Fig. 1: run 1, clock network drawn from the DEF
(1.5 px per um)
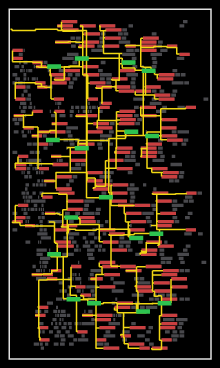
Fig. 2: run 1, congestion heat map
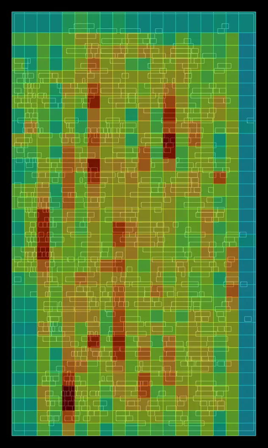
Fig. 3: run 1, metal layers overlaid
(2 px per um)
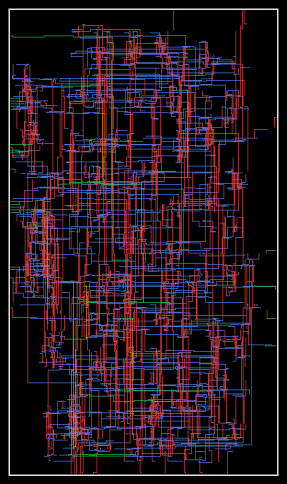
--- src/rtl/ro_demux.sv ---
// ro_demux -- demultiplexes a time-shared I/Q readout line into per-channel
// event words and queues them in a small FIFO.
//
// A free-running 10-bit slot counter assigns each cycle to a channel equal to
// the number of trailing ones of the counter, so channel k owns one cycle out
// of every 2^(k+1); the all-ones count is an idle slot. Every wrap of the slot
// counter advances an 8-bit frame number. A non-zero readout in an owned slot
// is captured as {channel, Q[1:0], I[1:0], frame} and queued.
//
// Ports
//   clk_master  : single clock, rising edge
//   rst         : synchronous active-high reset
//   read_out_I  : shared I line, [0]=event, [1]=polarity-gated event
//   read_out_Q  : shared Q line, same meaning
//   en          : capture enable (counters keep running when low)
//   sync        : forces slot and frame counters to zero on the next edge
//   out_data    : FIFO head word
//   out_valid   : FIFO non-empty
//   out_ready   : consumer accept; pop when out_valid & out_ready
//   overflow    : sticky, set when a word is dropped
//   clr_ovf     : clears overflow and drop_cnt (wins over a same-cycle drop)
//   drop_cnt    : dropped-word count, saturating at 255
//   slot        : channel of the current cycle, 10 = idle
module ro_demux #(
  parameter int FIFO_DEPTH = 8,
  parameter int NCH        = 10
) (
  input  logic        clk_master,
  input  logic        rst,
  input  logic [1:0]  read_out_I,
  input  logic [1:0]  read_out_Q,
  input  logic        en,
  input  logic        sync,
  output logic [15:0] out_data,
  output logic        out_valid,
  input  logic        out_ready,
  output logic        overflow,
  input  logic        clr_ovf,
  output logic [7:0]  drop_cnt,
  output logic [3:0]  slot
);

  localparam int AW = (FIFO_DEPTH > 1) ? $clog2(FIFO_DEPTH) : 1;

  localparam logic [NCH-1:0] CNT_ONE   = NCH'(1);
  localparam logic [3:0]     SLOT_IDLE = 4'(NCH);
  localparam logic [AW:0]    DEPTH_C   = (AW+1)'(FIFO_DEPTH);
  localparam logic [AW-1:0]  PTR_ONE   = AW'(1);
  localparam logic [AW:0]    CNT1_FIFO = (AW+1)'(1);

  logic [NCH-1:0] cnt_reg, cnt_next;
  logic [7:0]     frame_reg, frame_next;
  logic [3:0]     slot_reg, slot_next;

  logic [15:0]    mem [FIFO_DEPTH];
  logic [AW-1:0]  wr_ptr_reg, rd_ptr_reg, rd_ptr_next;
  logic [AW:0]    count_reg, count_next;
  logic [15:0]    out_data_reg, head_next;
  logic           overflow_reg;
  logic [7:0]     drop_cnt_reg;

  logic           push_req, push_acc, pop, full, drop;
  logic [15:0]    push_word;

  // Slot and frame counters; sync overrides the increment.
  always_comb begin
    cnt_next   = cnt_reg + CNT_ONE;
    frame_next = frame_reg;
    if (cnt_reg == '1)
      frame_next = frame_reg + 8'd1;
    if (sync) begin
      cnt_next   = '0;
      frame_next = '0;
    end
  end

  // Trailing-ones decode of the next count: bit gi is set when the low gi+1
  // bits are all ones. These prefix flags are monotone, so their sum is the
  // trailing-ones count. Decoding cnt_next keeps slot aligned with cnt_reg.
  logic [NCH-1:0] prefix_ones;
  generate
    for (genvar gi = 0; gi < NCH; gi++) begin : g_prefix
      assign prefix_ones[gi] = &cnt_next[gi:0];
    end
  endgenerate

  always_comb begin
    slot_next = '0;
    for (int i = 0; i < NCH; i++)
      slot_next = slot_next + 4'(prefix_ones[i]);
  end

  // Capture and FIFO control.
  assign push_word = {slot_reg, read_out_Q, read_out_I, frame_reg};
  assign push_req  = en && (slot_reg != SLOT_IDLE) && (|{read_out_Q, read_out_I});
  assign full      = (count_reg == DEPTH_C);
  assign pop       = out_valid && out_ready;
  assign push_acc  = push_req && (!full || pop);
  assign drop      = push_req && full && !pop;

  always_comb begin
    count_next = count_reg;
    if (push_acc && !pop)
      count_next = count_reg + CNT1_FIFO;
    else if (pop && !push_acc)
      count_next = count_reg - CNT1_FIFO;
  end

  assign rd_ptr_next = pop ? rd_ptr_reg + PTR_ONE : rd_ptr_reg;

  // Registered head: when the next head location is the one being written
  // this edge, bypass the incoming word since the array still holds old data.
  always_comb begin
    head_next = out_data_reg;
    if (count_next != '0) begin
      if (push_acc && (rd_ptr_next == wr_ptr_reg))
        head_next = push_word;
      else
        head_next = mem[rd_ptr_next];
    end
  end

  always_ff @(posedge clk_master) begin
    if (push_acc)
      mem[wr_ptr_reg] <= push_word;
  end

  always_ff @(posedge clk_master) begin
    if (rst) begin
      cnt_reg      <= '0;
      frame_reg    <= '0;
      slot_reg     <= '0;
      wr_ptr_reg   <= '0;
      rd_ptr_reg   <= '0;
      count_reg    <= '0;
      out_data_reg <= '0;
      overflow_reg <= 1'b0;
      drop_cnt_reg <= '0;
    end else begin
      cnt_reg      <= cnt_next;
      frame_reg    <= frame_next;
      slot_reg     <= slot_next;
      rd_ptr_reg   <= rd_ptr_next;
      count_reg    <= count_next;
      out_data_reg <= head_next;
      if (push_acc)
        wr_ptr_reg <= wr_ptr_reg + PTR_ONE;
      if (clr_ovf) begin
        overflow_reg <= 1'b0;
        drop_cnt_reg <= '0;
      end else if (drop) begin
        overflow_reg <= 1'b1;
        if (drop_cnt_reg != 8'hFF)
          drop_cnt_reg <= drop_cnt_reg + 8'd1;
      end
    end
  end

  assign out_valid = (count_reg != '0);
  assign out_data  = out_data_reg;
  assign overflow  = overflow_reg;
  assign drop_cnt  = drop_cnt_reg;
  assign slot      = slot_reg;

endmodule

--- config.mk ---
export PLATFORM = sky130hd
export DESIGN_NAME = ro_demux
export DESIGN_NICKNAME = d
export VERILOG_FILES = /design/src/rtl/ro_demux.sv
export SDC_FILE = /design/constraint.sdc
export NUM_CORES = 1
export LEC_CHECK = 0
export CAP_MARGIN = 10
export CORE_ASPECT_RATIO = 1.75
export CORE_UTILIZATION = 30
export CTS_CLUSTER_SIZE = 40
export DETAILED_ROUTE_END_ITERATION = 8
export PLACE_DENSITY_LB_ADDON = 0.08
export SYNTH_ARGS = -nofsm -noshare
export SYNTH_HDL_FRONTEND = slang
export SYNTH_SLANG_ARGS = --single-unit
--- constraint.sdc ---
create_clock -name clk_master -period 4.8 [get_ports clk_master]
set_input_delay 0.72 -clock clk_master [delete_from_list [all_inputs] [get_ports clk_master]]
set_output_delay 0.72 -clock clk_master [all_outputs]
set_load 0.1 [all_outputs]
==> notes.md, run 1 <==
flow finished, numbers: clk slew on worst S/H paths about 70 ps, Clock Sinks ~190, RR Endpoint slot[2], Netlist cell types ~56, chip area between 0.03 and 0.04 mm2, top sig layer met4, YS chip area between 0.009 and 0.01 mm2, # Max-Cap Violations 0, Area growth, synth to finish 18.1%, Min-Delay Path Class register to register, Crit. Startpoint cnt_reg[0], DP HPWL 14500 um, CLK BUF 26, Area leader share 0.423, CTS root buffer clkbuf_16, post-synthesis cell count around 630, 1st-iter DRT viols roughly 230, final tally of setup violations 0, Logic Gate Count a little under 400, Worst Tran Pin Value approximately 1100 ps, Ys Warns 0, Final min period about 4600 ps, setup bufs post-CTS 0, status completed, tool warnings 27, share of layout cells above drive strength 1 0.192, initial antenna violation count 0, Worst setup SP type register, die height roughly 230 um, layout filler cell count 2872, FF-to-FF setup slack roughly 230 ps, Well Taps 387, Power Dens Cells approximately 520 mW/mm2, r2r startpoint cnt_reg[0], pin count of the biggest net entering global routing 51, Die X around 130 um, worst hold slack about 470 ps, M1 WL 9330 um, layout inverter count without the clock tree 10, hold_sp out_data[11], drt total wl approximately 22000 um, worst setup path endpoint slot[2], Endpoint, Worst Hold out_data[11], FP Core Util 0.303, vias in the first global route between 5k and 6k, total power ~0.0056 W, Syn Area/Cell about 14 um2, top_reg_cell synth edfxtp_1, leak pwr 3.50 nW, pre-CTS setup slack -379 ps, Combinational Area just under 0.004 mm2, FF+latch area approximately 0.005 mm2, TritonCTS clock tree done, Peak VDD IR ~0.00024 V, Cell Area, Synth just over 0.009 mm2, met1 Usage GRT 0.174, Biggest Area Class registers, non-clk buf share 0.0600, met3 wire len between 600 and 700 um, Post-synth ARST share 0, final worst slack 233 ps, Hold Crit Depth 1, Top cells by area edfxtp_1, mux2i_1, dfxtp_1, Max Freq 0.219 GHz, Most Crowded Layer GR met2, detailed-route DRC error count 0, most frequent logic cells in the routed design mux2i_1, edfxtp_1, dfxtp_1, FF+latch count, synth 185, Post-synth seq share 0.549, Crit path required time between 5000 and 6000 ps, combinational share of cell area 0.370, most frequent logic cell in the layout mux2i_1, final net count slightly above 700, count leader, synth mux2i_1, CTS buffer count 17, router iterations before antenna repair 4, CTS resizes 0, IO Count approximately 40, Antenna Nets Post-Route 0, GP Congestion slightly above 0.7, routed vias/inst ~5, yosys stat cell total 633, synth cell count leaders mux2i_1, edfxtp_1, dfxtp_1, nor2_1, mux4_2, final hold violation count 0, Signal buffers 71, Seq/total area 0.465, Slew headroom 0.277, Setup CP Type register to register, Setup TNS Final 0 ps, total grt overflow 0, Post-synth EDFFs around 130, CTS Buffer Depth 2, Mapped Nets about 660, Reg2Reg Depth 17, flop count between 150 and 200, crit end category register, CTS H-Tree Depth 4, placed cell areas 0.0101 mm2, core footprint ~0.030 mm2, Synth area leader edfxtp_1, CP Max Fanout 7, WP data arrival ~5000 ps, Slew Limit Fails 0
About Fig. 1:
red -> flip-flops  # count 185
yellow -> clock wires  # length 2510 um
green -> cells driving clock nets  # count 17
routed clock nets = 18
flops lie = spread over the die
clock network power: 0.00143 W
Clk pwr share: 0.255
Max Clock Skew: 10.3 ps
Insertion Delay late pin: 440 ps

About Fig. 2:
met3 usage: 0.0338
M2 GR Usage: 0.276
DR WL/cell: 20.8 um
final core occ: 0.358

About Fig. 3:
green -> met3  # wire length 612 um
red -> met2  # wire length 11800 um
orange -> met4  # wire length 726 um
blue -> met1  # wire length 9330 um
Total GRT Usage: 0.155
DR vias: 5322

## run 1: critical path, stage by stage, from the launching register on
cell,delay (ps)
dfxtp_2,360
ha_4,190
nand2b_1,150
a22oi_1,210
o21ai_2,130
a2111oi_4,330
nand2_1,110
or3_1,370
or2_1,230
fa_1,450
fa_1,490
inv_1,60
fa_1,530
ha_1,160
inv_1,50
fa_1,370
xor2_1,160
nor2_1,50
## run 1: power by group
part,switching (W),internal (W),leakage [nW]
clock network,0.000596,0.000834,0.299
logic,0.00134,0.000961,1.59
registers,0.0000856,0.00180,1.61
## run 1: logic make-up after synthesis
kind of cell / synth area share
buffers and inverters: 0.0267
AOI/OAI and AO/OA: 0.0364
muxes: 0.259
adders and majority gates: 0.0234
DFF: 0.549
xor gates and xnor gates: 0.0308
and+or+nand+nor: 0.0753
==> run 1 -> run 2 <==
Settings changed: CAP_MARGIN 10 to 25, CTS_BUF_LIST set to sky130_fd_sc_hd__clkbuf_16.
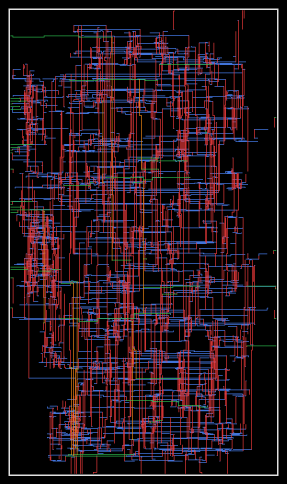
Fig. 4. Metal layers overlaid (run 2).
(2 px per um)
blue -> met1  # wire length 9360 um
red -> met2  # wire length 12000 um
green -> met3  # wire length 629 um
orange -> met4  # wire length 651 um
DR WL/cell: 20.9 um
Total GRT Usage: 0.157
DR vias: 5356
drt total wl: 22600 um

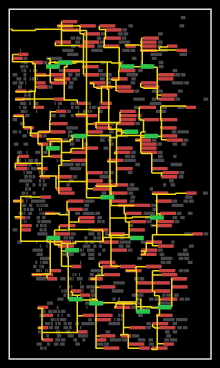
Fig. 5. Clock network drawn from the DEF (run 2).
(1.5 px per um)
red -> flip-flops  # count 185
green -> cells driving clock nets  # count 17
yellow -> clock wires  # length 2570 um
routed clock nets = 18
flops lie = spread over the die
Max Clock Skew: 7.39 ps
Clk pwr share: 0.253
Insertion Delay late pin: 450 ps

==> run 2 against run 1 <==
Effect of this change: clock skew down 2.9 ps; largest power group unchanged; critical path depth unchanged; die area unchanged; global-route usage up 0.27 points; first-iteration DRC count up 6.8%; clock power about the same; critical endpoint unchanged; non-clock buffer count up 2; setup slack worse by 15 ps.
==> notes.md, run 2 <==
flow finished, numbers: met3 wire len 629 um (+2.9%), Antenna Nets Post-Route 0 (unchanged), 1st-iter DRT viols 250 (+6.8%), hold_sp out_data[14], combinational share of cell area 0.370 (about the same), CTS Buffer Depth 2 (unchanged), detailed-route DRC error count 0 (unchanged), yosys aoi share 0.0364 (unchanged), Endpoint, Worst Hold out_data[14], IO Count 40 (unchanged), Setup CP Type register to register, non-clk buf share 0.0613 (+0.00132), final core occ 0.359 (+0.000459), comb area leader multiplexers, crit end category register, Power Dens Cells 521 mW/mm2 (-0.43%), placed cell areas 0.0101 mm2 (about the same), Most Crowded Layer GR met2, most frequent logic cells in the routed design mux2i_1, edfxtp_1, dfxtp_1, CP Max Fanout 7 (unchanged), top_reg_cell synth edfxtp_1, top sig layer met4, TritonCTS clock tree done, chip area 0.0310 mm2 (unchanged), CTS buffer count 17 (unchanged), FF+latch area 0.00500 mm2 (+0.13%), Reg2Reg Depth 17 (unchanged), CLK BUF 19 (-27%), Crit path required time 5100 ps (about the same), FF-to-FF setup slack 220 ps (about the same), synth cell count leaders mux2i_1, edfxtp_1, dfxtp_1, nor2_1, mux4_2, Cell Area, Synth 0.00908 mm2 (unchanged), GP Congestion 0.725 (unchanged), Top cells by area edfxtp_1, mux2i_1, dfxtp_1, total power 0.00560 W (-0.30%), Signal buffers 73 (+2.8%), count leader, synth mux2i_1, Ys Warns 0 (unchanged), router iterations before antenna repair 4 (unchanged), met3 usage 0.0362 (+0.00240), total grt overflow 0 (unchanged), Slew headroom 0.315 (+0.0387), Post-synth seq share 0.549 (unchanged), CTS H-Tree Depth 4 (unchanged), Worst Tran Pin Value 1020 ps (-52.3 ps), Adders+Majority by Area 0.0234 (unchanged), met1 Usage GRT 0.177 (+0.00324), FF+latch count, synth 185 (unchanged), yosys simple share 0.0753 (unchanged), final net count 706 (+0.28%), Well Taps 387 (unchanged), final worst slack 219 ps (-14.6 ps), FP Core Util 0.303 (unchanged), # Max-Cap Violations 0 (unchanged), initial antenna violation count 0 (unchanged), Max Freq 0.218 GHz (-0.32%), layout inverter count without the clock tree 10 (unchanged), Worst setup SP type register, Post-synth ARST share 0 (unchanged), Die X 134 um (unchanged), Synth area leader edfxtp_1, XOR/XNOR Fraction of Synth Area 0.0308 (unchanged), Mapped Nets 657 (unchanged), Combinational Area 0.00398 mm2 (+0.22%), worst hold slack 472 ps (+1.50 ps), core footprint 0.0300 mm2 (unchanged), RR Endpoint slot[2], Clock Sinks 185 (unchanged), Area leader share 0.423 (unchanged), layout filler cell count 2885 (+0.45%), Slew Limit Fails 0 (unchanged), flop count 185 (unchanged), status completed, DP HPWL 14600 um (+0.43%), Min-Delay Path Class register to register, CTS root buffer clkbuf_16, final hold violation count 0 (unchanged), Syn Area/Cell 14.4 um2 (unchanged), Synth mux share 0.259 (unchanged), Final min period 4580 ps (+14.6 ps), r2r startpoint cnt_reg[0], vias in the first global route 5851 (-0.29%), Setup TNS Final 0 ps (unchanged), WP data arrival 4880 ps (+20 ps), post-synthesis cell count 633 (unchanged), Netlist cell types 56 (unchanged), Post-synth EDFFs 128 (unchanged), routed vias/inst 4.95 (+0.45%), Biggest Area Class registers, final tally of setup violations 0 (unchanged), Area growth, synth to finish 18.2%, share of layout cells above drive strength 1 0.203 (+0.0110), M1 WL 9360 um (+0.30%), Crit. Startpoint cnt_reg[0], Seq/total area 0.465 (about the same), worst setup path endpoint slot[2], pin count of the biggest net entering global routing 51 (unchanged)
[run 2: repair_timing]
item,4_1_cts,5_1_grt
buffers inserted,0,1
pin swaps,0,2
resized,2,11
cloned,0,0
setup endpoints to repair,1,2
[run 2: critical path, cell delays in order, from the launching register on]
cell,delay (ps)
dfxtp_4,380
ha_4,190
nand2b_1,160
a22oi_2,180
o21ai_2,120
a2111oi_4,330
nand2_1,120
or3_1,370
or2_1,230
fa_1,450
fa_1,500
inv_1,60
fa_1,530
ha_1,160
inv_1,60
fa_1,370
xor2_1,170
nor2_1,50
[run 2: report_power, final]
group	switching, W	internal (W)
Sequential	0.0000871	0.00180
Combinational	0.00134	0.000964
Clock	0.000637	0.000779
==> run 2 -> run 3 <==
Settings changed: PLACE_DENSITY set to 0.52, PLACE_DENSITY_LB_ADDON 0.08 to unset.
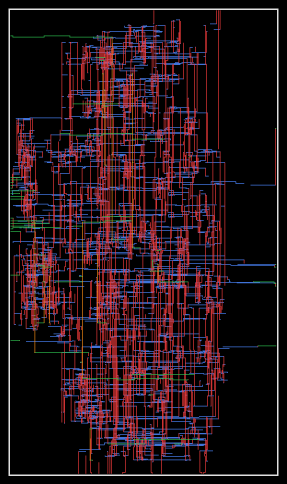
Fig. 6. Metal layers overlaid (run 3).
(2 px per um)
orange -> met4  # wire length 507 um
green -> met3  # wire length 586 um
red -> met2  # wire length 12300 um
blue -> met1  # wire length 8020 um
drt total wl: 21400 um
DR vias: 5422
DR WL/cell: 19.8 um

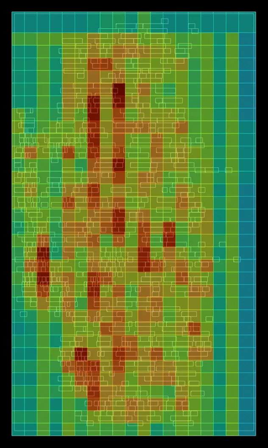
Fig. 7. Congestion heat map (run 3).
Total GRT Usage: 0.148
Most Crowded Layer GR: met2
met3 usage: 0.0266
final core occ: 0.357
M2 GR Usage: 0.290

==> run 3 against run 2 <==
Effect of this change: area after synthesis unchanged; sequential power about the same; via count increased by 1.2%; total power decreased by 1.1%; non-clock buffer count decreased by 1; global-route usage decreased by 0.95 points; routed wire length decreased by 5.3%; die area unchanged; design area decreased by 0.37%; critical path depth unchanged; critical endpoint unchanged; highest routed layer unchanged.
==> notes.md, run 3 <==
flow finished, numbers: chip area 0.0310 mm2 (unchanged), layout filler cell count 2874 (-0.38%), most frequent logic cells in the routed design mux2i_1, edfxtp_1, dfxtp_1, top sig layer met4, final tally of setup violations 0 (unchanged), Worst setup SP type register, Post-synth seq share 0.549 (unchanged), total power 0.00554 W (-1.1%), Comb. pwr 0.00229 W (about the same), Antenna Nets Post-Route 0 (unchanged), Well Taps 387 (unchanged), Area leader share 0.423 (unchanged), non-clk buf share 0.0620 (+0.000697), WP data arrival 4850 ps (-30 ps), Setup TNS Final 0 ps (unchanged), Crit path required time 5090 ps (about the same), met1 Usage GRT 0.150 (-0.0276), detailed-route DRC error count 0 (unchanged), Final min period 4560 ps (-17.6 ps), top_reg_cell synth edfxtp_1, crit end category register, clock network power 0.00135 W (-5%), total grt overflow 0 (unchanged), final net count 705 (-0.14%), met3 wire len 585 um (-7.0%), Netlist cell types 56 (unchanged), register share of total power 0.343 (+0.006), top power group combinational cells, 1st-iter DRT viols 235 (-6.0%), Cell Area, Synth 0.00908 mm2 (unchanged), Clock Sinks 185 (unchanged), Internal 0.00354 W (about the same), Adders+Majority by Area 0.0234 (unchanged), pin count of the biggest net entering global routing 47 (-7.8%), Slew headroom 0.318 (+0.00247), FF+latch area 0.00499 mm2 (-0.10%), Combinational Area 0.00396 mm2 (-0.38%), status completed, layout inverter count without the clock tree 10 (unchanged), yosys simple share 0.0753 (unchanged), router iterations before antenna repair 6 (+2), Area growth, synth to finish 17.8%, GP Congestion 0.790 (+9.1%), Syn Area/Cell 14.4 um2 (unchanged), FF-to-FF setup slack 240 ps (+20 ps), count leader, synth mux2i_1, TritonCTS clock tree done, Max Freq 0.219 GHz (+0.38%), Seq/total area 0.467 (+0.00127), Endpoint, Worst Hold out_data[1], # Max-Cap Violations 0 (unchanged), final hold violation count 0 (unchanged), FF+latch count, synth 185 (unchanged), synth cell count leaders mux2i_1, edfxtp_1, dfxtp_1, nor2_1, mux4_2, combinational share of cell area 0.370 (about the same), hold_sp out_data[1], Ys Warns 0 (unchanged), FP Core Util 0.303 (unchanged), vias in the first global route 5966 (+2.0%), Slew Limit Fails 0 (unchanged), Clk pwr share 0.243 (-0.010), DP HPWL 14300 um (-1.8%), IO Count 40 (unchanged), Synth mux share 0.259 (unchanged), yosys aoi share 0.0364 (unchanged), CTS buffer count 17 (unchanged), routed vias/inst 5.02 (+1.3%), r2r startpoint cnt_reg[0], core footprint 0.0300 mm2 (unchanged), Sw Pwr 0.00200 W (-3.1%), placed cell areas 0.0101 mm2 (about the same), M1 WL 8020 um (-14%), CLK BUF 17 (-2), Worst Tran Pin Value 1020 ps (-3.69 ps), Crit. Startpoint cnt_reg[0], CTS Buffer Depth 2 (unchanged), Seq power 0.00190 W (about the same), initial antenna violation count 0 (unchanged), Biggest Area Class registers, Post-synth EDFFs 128 (unchanged), post-synthesis cell count 633 (unchanged), CTS H-Tree Depth 4 (unchanged), Setup CP Type register to register, Reg2Reg Depth 17 (unchanged), Top cells by area edfxtp_1, mux2i_1, dfxtp_1, Min-Delay Path Class register to register, RR Endpoint slot[2], CP Max Fanout 6 (-1), Insertion Delay late pin 440 ps (about the same), Power Dens Cells 517 mW/mm2 (-0.78%), CTS root buffer clkbuf_16, Max Clock Skew 8.10 ps (+0.714 ps), XOR/XNOR Fraction of Synth Area 0.0308 (unchanged), Sw Ratio 0.360 (-0.00737)
## run 3: worst max-delay path: stages (launching register included)
cell and delay, ps:
dfxtp_4 370, ha_4 260, inv_1 50, nor3_2 200, nand2b_1 140, a2111oi_4 350, nand2_1 100, or3_1 370
or2_1 230, fa_1 460, fa_1 490, inv_1 50, fa_1 540, ha_1 170, inv_1 60, fa_1 370
xor2_1 160, nor2_1 50
## run 3: per-stage QoR
step                hold WS (ps)  setup slack, ps  utilization
floorplan                    449             67.7            -
finish                       468              236        0.357
global route                 487            -31.2        0.357
CTS                          473             47.4        0.356
global placement             452             -278        0.337
detailed placement           452             -387        0.337
## run 3: repair_timing
item	4_1_cts	5_1_grt
gates resized	0	8
buffers inserted	0	2
endpoints found under the setup margin	0	2
Power figures rest on the tool's default switching activity, not on a simulated workload.
